===== src/rtl/rf_scan_pkg.sv =====
`timescale 1ns/1ps
// Shared types for the register-file scan reader and its RF/display neighbours.
// Holds the scan FSM encoding and the default RF geometry.
package rf_scan_pkg;

    localparam int RF_ADDR_W = 5;
    localparam int RF_DATA_W = 32;

    typedef enum logic [2:0] {
        IDLE = 3'd0,
        ADDR = 3'd1,
        CAPT = 3'd2,
        SEND = 3'd3,
        DONE = 3'd4
    } scan_state_e;

endpackage


===== src/rtl/rf_scan_reader.sv =====
`timescale 1ns/1ps
// rf_scan_reader: walks FIRST_REG..LAST_REG over a spare RF read port, streams {addr,data} words.
// Latency: start to first out_valid 3 cycles, then one word per 3 cycles with out_ready high.
// Backpressure: the word stays frozen while out_ready=0; RF_SCAN_CHECKSUM_EN adds an XOR csum output.
module rf_scan_reader
    import rf_scan_pkg::*;
#(
    parameter int ADDR_W    = RF_ADDR_W,
    parameter int DATA_W    = RF_DATA_W,
    parameter int FIRST_REG = 0,
    parameter int LAST_REG  = 31
) (
    input  logic              clk,
    input  logic              clr_n,
    input  logic              start,
    input  logic              abort,
    output logic              busy,
    output logic              done,
    output logic [ADDR_W-1:0] rf_ra,
    input  logic [DATA_W-1:0] rf_qa,
    output logic              out_valid,
    input  logic              out_ready,
    output logic [ADDR_W-1:0] out_addr,
    output logic [DATA_W-1:0] out_data
`ifdef RF_SCAN_CHECKSUM_EN
    ,
    output logic [DATA_W-1:0] csum
`endif
);

    localparam logic [ADDR_W-1:0] FIRST_A = ADDR_W'(FIRST_REG);
    localparam logic [ADDR_W-1:0] LAST_A  = ADDR_W'(LAST_REG);

    scan_state_e       state_q, state_d;
    logic [ADDR_W-1:0] ra_q, ra_d;
    logic              vld_q, vld_d;
    logic [ADDR_W-1:0] oaddr_q, oaddr_d;
    logic [DATA_W-1:0] odata_q, odata_d;
    logic              accept;
    logic              start_ok;

    assign accept   = vld_q && out_ready;
    assign start_ok = (state_q == IDLE) && start && !abort;

    always_comb begin
        state_d = state_q;
        ra_d    = ra_q;
        vld_d   = vld_q;
        oaddr_d = oaddr_q;
        odata_d = odata_q;
        case (state_q)
            IDLE: begin
                // abort beats a simultaneous start: nothing begins, no done pulse
                if (start_ok) begin
                    state_d = ADDR;
                    ra_d    = FIRST_A;
                end
            end
            ADDR: begin
                state_d = abort ? DONE : CAPT;
            end
            CAPT: begin
                if (abort) begin
                    state_d = DONE;
                end else begin
                    odata_d = rf_qa;
                    oaddr_d = ra_q;
                    vld_d   = 1'b1;
                    state_d = SEND;
                end
            end
            SEND: begin
                if (accept) begin
                    vld_d = 1'b0;
                    if (ra_q == LAST_A) begin
                        state_d = DONE;
                    end else begin
                        ra_d    = ra_q + ADDR_W'(1);
                        state_d = ADDR;
                    end
                end
                // a word handshaked alongside abort still counts as delivered
                if (abort) begin
                    vld_d   = 1'b0;
                    ra_d    = ra_q;
                    state_d = DONE;
                end
            end
            DONE: begin
                state_d = IDLE;
            end
            default: begin
                state_d = IDLE;
                vld_d   = 1'b0;
            end
        endcase
    end

    always_ff @(posedge clk or negedge clr_n) begin
        if (!clr_n) begin
            state_q <= IDLE;
            ra_q    <= FIRST_A;
            vld_q   <= 1'b0;
            oaddr_q <= '0;
            odata_q <= '0;
        end else begin
            state_q <= state_d;
            ra_q    <= ra_d;
            vld_q   <= vld_d;
            oaddr_q <= oaddr_d;
            odata_q <= odata_d;
        end
    end

    assign busy      = (state_q != IDLE);
    assign done      = (state_q == DONE);
    assign rf_ra     = ra_q;
    assign out_valid = vld_q;
    assign out_addr  = oaddr_q;
    assign out_data  = odata_q;

`ifdef RF_SCAN_CHECKSUM_EN
    logic [DATA_W-1:0] csum_q;

    always_ff @(posedge clk or negedge clr_n) begin
        if (!clr_n) begin
            csum_q <= '0;
        end else if (start_ok) begin
            csum_q <= '0;
        end else if ((state_q == SEND) && accept) begin
            csum_q <= csum_q ^ odata_q;
        end
    end

    assign csum = csum_q;
`endif

endmodule


===== config.mk =====
export PLATFORM = sky130hd
export DESIGN_NAME = rf_scan_reader
export DESIGN_NICKNAME = d
export VERILOG_FILES = /design/src/rtl/rf_scan_pkg.sv /design/src/rtl/rf_scan_reader.sv
export SDC_FILE = /design/constraint.sdc
export NUM_CORES = 1
export LEC_CHECK = 0
export CORE_MARGIN = 4
export CORE_UTILIZATION = 25
export CTS_BUF_LIST = sky130_fd_sc_hd__clkbuf_16
export DETAILED_ROUTE_END_ITERATION = 6
export SKIP_LAST_GASP = 1
export SLEW_MARGIN = 5
export SYNTH_ARGS = -nofsm -noshare
export SYNTH_HDL_FRONTEND = slang
export SYNTH_SLANG_ARGS = --single-unit

===== constraint.sdc =====
create_clock -name clk -period 4.74 [get_ports clk]
set_input_delay 0.474 -clock clk [delete_from_list [all_inputs] [get_ports clk]]
set_output_delay 0.474 -clock clk [all_outputs]
set_load 0.05 [all_outputs]

==> results.env <==
GRT_START_MAX_NET_PINS=47
INITIAL_ANTENNA_VIOLATION_COUNT=0
WORST_CLOCK_SKEW_PS=7.623
R2R_START='rf_ra[0]'
WORST_CASE_REGISTER_TO_REGISTER_SETUP_SLACK_PS=2530
FIRST_GLOBAL_VIAS=1323
PORT_BUFFERS=81
MAX-CLOCK-PATH-BUFFERS=2
SYNTH-EDFF-COUNT=0
POWER.TOTAL_mW=2.053
FIN_NETS=256
CTS_HOLD_BUF=0
POWER.DENSITY_nW_PER_UM2=694.9
GRT_SETUP_UNREPAIRED='false'
WORST_SKEW_PAIR.LATE_LATENCY_PS=280
SYNTHARSTFLOPSHARE_PCT=100.0
SYNTH-AREA-YOSYS_SQ_UM=1872
DRT_ITER0_DRC=21
STATUS='finished clean'
CTS_TREE='yes'
CRIT_ARRIVAL_PS=1880
FIRST_PASS_GRT_WIRE_LENGTH_MICRONS=6334
FP-UTILIZATION_PCT=25.81
CLKTRANSATPATHREGS_PS=60
POSTSYNTHSEQSHARE_PCT=61.50
WARNINGS_SYNTHESIS=0
CTS.SINK_COUNT=46
STAGE_LOG_WARNINGS=26
REPORT.FINAL.HOLD_VIOL_COUNT=0
PERIOD_USED_PCT=49.71
YOSYSMOSTFREQUENTCELL='sky130_fd_sc_hd__dfrtp_1'
MOST-COMMON-LAYOUT-CELLS='sky130_fd_sc_hd__clkdlybuf4s50_1, sky130_fd_sc_hd__dfrtp_1, sky130_fd_sc_hd__mux2_2, sky130_fd_sc_hd__nand2_1, sky130_fd_sc_hd__clkbuf_16'
SLEW_VIOLATIONS=0
DRT-PASS1-ITER-COUNT=4
MIN_PATH_TYPE='primary input to async pin'
[where the power goes]
group	switching (mW)	internal, mW
clock network	0.135	0.244
registers	0.0777	0.543
logic	0.665	0.388
[registers in the layout, indices dropped and copies added (netlist names)]
| name | cells |
|---|---|
| out_addr | 5 |
| out_data | 32 |
| out_valid | 1 |
| rf_ra | 5 |
| state_q | 3 |
[metal layers]
layer	routed length, microns	GRT usage [%]	share of wire (%)
met4	26	2.524	0.66
met5	0	0	0
met1	1806	12.50	46
met3	348	3.426	8.8
met2	1753	13.12	45
[cells by family after synthesis]
logic type / share of synthesized area (%)
compound gates: 3.275
flops: 61.50
buf+inv: 1.671
mux: 23.86
simple gates: 8.357
fa+ha+maj: 1.337
[critical path, cell delays in order, from the launching register on]
cell                              delay, ps
sky130_fd_sc_hd__dfrtp_1                460
sky130_fd_sc_hd__nor2_1                 200
sky130_fd_sc_hd__and2_1                 140
sky130_fd_sc_hd__clkdlybuf4s50_1        800
[worst max-delay path by stage]
stage                    start      endpoint  cells after the start
global placement         abort  out_data[18]                      4
CTS                 state_q[1]          done                      3
global route        state_q[1]          done                      3
floorplan             rf_ra[0]      rf_ra[2]                      6
detailed placement       abort  out_data[11]                      4
finish              state_q[1]          done                      3
[final cells by class]
class                           instances  area [sq um]
Timing Repair Buffer                   82         813.3
Clock buffer                            5         125.1
Multi-Input combinational cell         79         695.7
Inverter                                3         11.26
Sequential cell                        46          1151
Fill cell                             689          4299
Tap cell                               99         123.9
Clock inverter                          2         33.78
### Wiring heat map

Scale: 3 px per micron. The die is cut into 19 by 19 equal tiles; dark purple is low, yellow is high, scaled to the fullest tile. Values are wire area over tile area, all layers added.
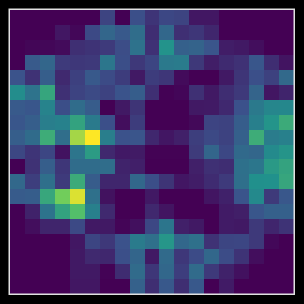
fullest tile: 0.39
nearly empty tiles: 25%
densest ninth of the die: middle left
tiles over half the peak: 6.1%
mean over tiles: 0.071
per-cell routed wire length: 12.45 microns
total via count after detailed routing: 1334
wire length reported by the detailed router: 3935 microns
combined global-route utilization of all metal layers: 9.013%

### Routed metal, one color a layer

Scale: 4 px per micron. Only two layers are drawn.
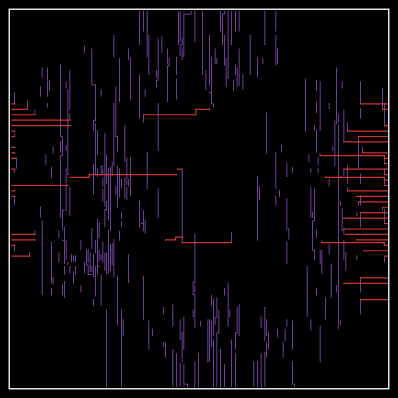
legend:
  purple:
    layer: met2
    wire_length: 1750 microns
  red:
    layer: met3
    wire_length: 349 microns

### Gate-type map

Scale: 4 px per micron.
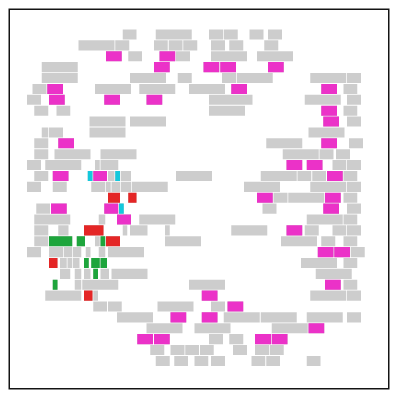
legend:
  red:
    family: AND and OR gates
    cells: 6
    where: middle left
  magenta:
    family: multiplexers
    cells: 40
    most_used: mux2_2
    where: all over the die
  green:
    family: NOR gates
    cells: 8
    most_used: nor2_1
  cyan:
    family: inverters
    cells: 3
    most_used: inv_1

### Close-up of the layout

Region (32, 32) to (62, 62) microns. Cells in gray, sequential cells in the stronger gray; small squares are vias.
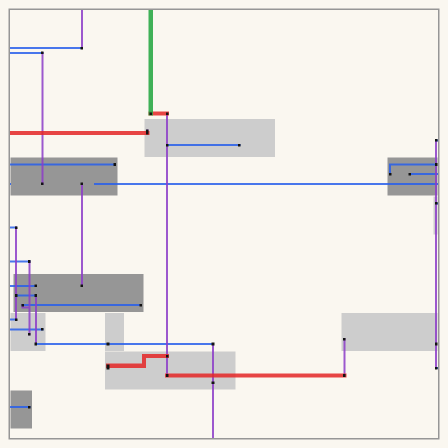
legend:
  blue:
    layer: met1
  purple:
    layer: met2
  green:
    layer: met4
  red:
    layer: met3
netlist names of flops here include: `rf_ra` (2)
most frequent: clkbuf_16 (3), dfrtp_1 (2)
cells with their middle in the window: 7
sequential cells in the window: 2

### Placed standard cells

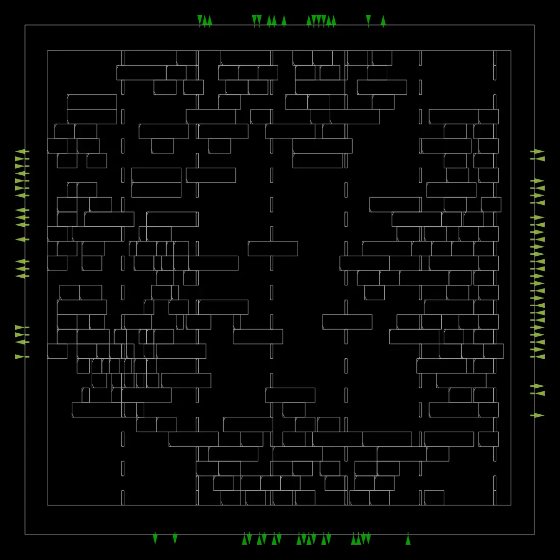
tapcells inserted: 99
final cell utilization of the core: 40.73%
final non-filler cell total: 316
Std-Cell Rows: 31
Layout fillers: 689

Power is estimated from default activity; no workload was simulated.
